--- src/rtl/regfile_write_arbiter.sv ---
// Write-port owner for the 8x16 register file: round-robin arbitration between
// ALU (A) and load (B) writebacks, a registered write stage, and a busy scoreboard.
module regfile_write_arbiter #(
  parameter int DATA_W  = 16,
  parameter int ADDR_W  = 3,
  parameter int NUM_REG = 8
) (
  input  logic              clk,
  input  logic              rst,
  input  logic              issue_en,
  input  logic [ADDR_W-1:0] issue_dest,
  output logic              issue_stall,
  input  logic              a_valid,
  output logic              a_ready,
  input  logic [ADDR_W-1:0] a_dest,
  input  logic [DATA_W-1:0] a_data,
  input  logic              b_valid,
  output logic              b_ready,
  input  logic [ADDR_W-1:0] b_dest,
  input  logic [DATA_W-1:0] b_data,
  output logic              reg_write_en,
  output logic [ADDR_W-1:0] reg_write_dest,
  output logic [DATA_W-1:0] reg_write_data,
  output logic [NUM_REG-1:0] busy_vec
);

  typedef enum logic {PTR_A = 1'b0, PTR_B = 1'b1} ptr_e;

  ptr_e               ptr_q, ptr_d;
  logic               grant_a, grant_b;
  logic               we_q, we_d;
  logic [ADDR_W-1:0]  dest_q, dest_d;
  logic [DATA_W-1:0]  data_q, data_d;
  logic [NUM_REG-1:0] busy_q, busy_d;

  // Arbitration: a lone requester always wins; on contention the pointer decides.
  always_comb begin
    grant_a = 1'b0;
    grant_b = 1'b0;
    ptr_d   = ptr_q;
    if (!rst) begin
      if (a_valid && (!b_valid || ptr_q == PTR_A)) begin
        grant_a = 1'b1;
      end else if (b_valid) begin
        grant_b = 1'b1;
      end
    end
    if (grant_a) begin
      ptr_d = PTR_B;
    end else if (grant_b) begin
      ptr_d = PTR_A;
    end
  end

  assign a_ready     = grant_a;
  assign b_ready     = grant_b;
  assign issue_stall = issue_en & busy_q[issue_dest];

  always_comb begin
    we_d   = grant_a | grant_b;
    dest_d = dest_q;
    data_d = data_q;
    if (grant_a) begin
      dest_d = a_dest;
      data_d = a_data;
    end else if (grant_b) begin
      dest_d = b_dest;
      data_d = b_data;
    end
  end

  // Clear for the landing write is applied first so a same-edge reservation wins.
  always_comb begin
    busy_d = busy_q;
    if (we_q) begin
      busy_d[dest_q] = 1'b0;
    end
    if (issue_en && !busy_q[issue_dest]) begin
      busy_d[issue_dest] = 1'b1;
    end
  end

  always_ff @(posedge clk) begin
    if (rst) begin
      ptr_q  <= PTR_A;
      we_q   <= 1'b0;
      dest_q <= '0;
      data_q <= '0;
      busy_q <= '0;
    end else begin
      ptr_q  <= ptr_d;
      we_q   <= we_d;
      dest_q <= dest_d;
      data_q <= data_d;
      busy_q <= busy_d;
    end
  end

  assign reg_write_en   = we_q;
  assign reg_write_dest = dest_q;
  assign reg_write_data = data_q;
  assign busy_vec       = busy_q;

endmodule

--- config.mk ---
export PLATFORM = sky130hd
export DESIGN_NAME = regfile_write_arbiter
export DESIGN_NICKNAME = d
export VERILOG_FILES = /design/src/rtl/regfile_write_arbiter.sv
export SDC_FILE = /design/constraint.sdc
export NUM_CORES = 1
export LEC_CHECK = 0
export CORE_MARGIN = 8
export CORE_UTILIZATION = 33
export DETAILED_ROUTE_END_ITERATION = 6
export PLACE_DENSITY_LB_ADDON = 0.3
export SYNTH_ARGS = -nofsm -noshare
export SYNTH_HDL_FRONTEND = slang
export SYNTH_SLANG_ARGS = --single-unit
export TNS_END_PERCENT = 100
--- constraint.sdc ---
create_clock -name clk -period 3.4 [get_ports clk]
set_clock_uncertainty 0.1 [all_clocks]
set_input_delay 1.02 -clock clk [delete_from_list [all_inputs] [get_ports clk]]
set_output_delay 1.02 -clock clk [all_outputs]
set_load 0.1 [all_outputs]
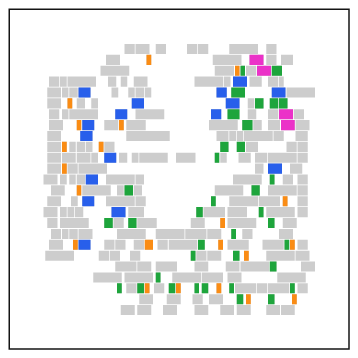
(images/gate_families.png)
(4 px per um)
blue -> AND-OR and OR-AND gates  # cells 16
magenta -> multiplexers  # cells 4, where upper right
green -> NOR gates  # cells 36
orange -> inverters  # cells 21

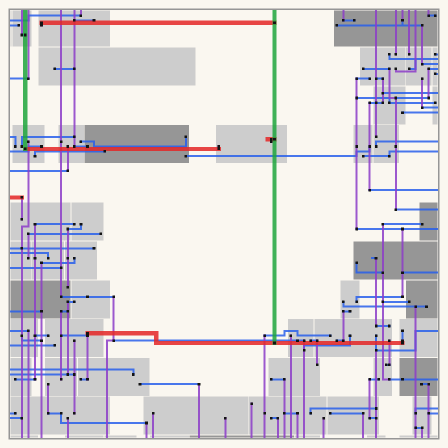
(images/zoom.png)
Region (27, 27) to (57, 57) um. Cells in gray, sequential cells in the stronger gray; small squares are vias.
green -> met4
red -> met3
purple -> met2
blue -> met1
netlist names of flops here include = reg_write_dest (2)
sequential cells in the window = 4
most frequent = dfxtp_1 (4), clkbuf_8 (4)
cells with their middle in the window = 37

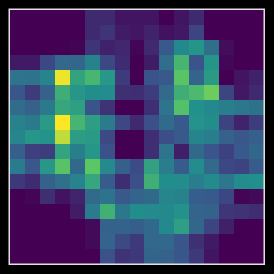
(images/wire_density.png)
(3 px per um) 17 x 17 tiles, from dark purple (low) to yellow (high), scaled to the fullest tile. Values are wire area over tile area, all layers added.
tiles over half the peak = 14%
mean over tiles = 0.11
nearly empty tiles = 24%

==> results.txt <==
flow finished, numbers: total wire length 4747 um, critical setup path kind in2out, outcome finished clean, grt met3 use under 10%, asr flop ratio synth 0%, slew margin rel. a little under three fifths, Comb pwr share 34.6%, Worst Hold Slack 0.3885 ns, Yosys top cell by area dfxtp_1, fin area 2469 sq um, post-layout min period roughly 3.3 ns, Post-Place Worst Slack -0.1436 ns, total sequential power around 380 uW, Pwr Density 447.2 nW/um^2, Synth cell types 33, Max FO, Critical Path 4, CP peak stage delay ~0.37 ns, count leader, synth dfxtp_1, fa+ha+maj area frac 0%, Mux area share between 2 and 3%, placed instance area 2369 sq um, Worst-Margin Slew between 0.6 and 0.7 ns, Syn Std Cell Area 1550 sq um, worst hold endpoint reg_write_data[15]$_SDFFE_PP0P_, CTS Buf Count 5, final cell count without fillers 313, Clock Path Buffers 2, share of cells above drive strength 1 29.34%
==> final cells by class <==
type | count | area, sq um | share of cell area (%)
Sequential cell | 29 | 580.6 | 23.52
Clock buffer | 5 | 68.82 | 2.788
Inverter | 21 | 81.33 | 3.294
Multi-Input combinational cell | 113 | 820.8 | 33.25
Timing Repair Buffer | 89 | 814.5 | 33.00
Tap cell | 54 | 67.56 | 2.737
Clock inverter | 2 | 35.03 | 1.419
==> state kept, by name, indices dropped and copies added (netlist names) <==
signal,count
ptr_q,1
reg_write_data,16
busy_vec,8
reg_write_en,1
reg_write_dest,3
==> worst max-delay path, delay by kind of cell <==
kind            cells  cell delay, ns
compound gates      2            0.46
buf+inv             2            0.45
mux                 1            0.21
Power is estimated from default activity; no workload was simulated.
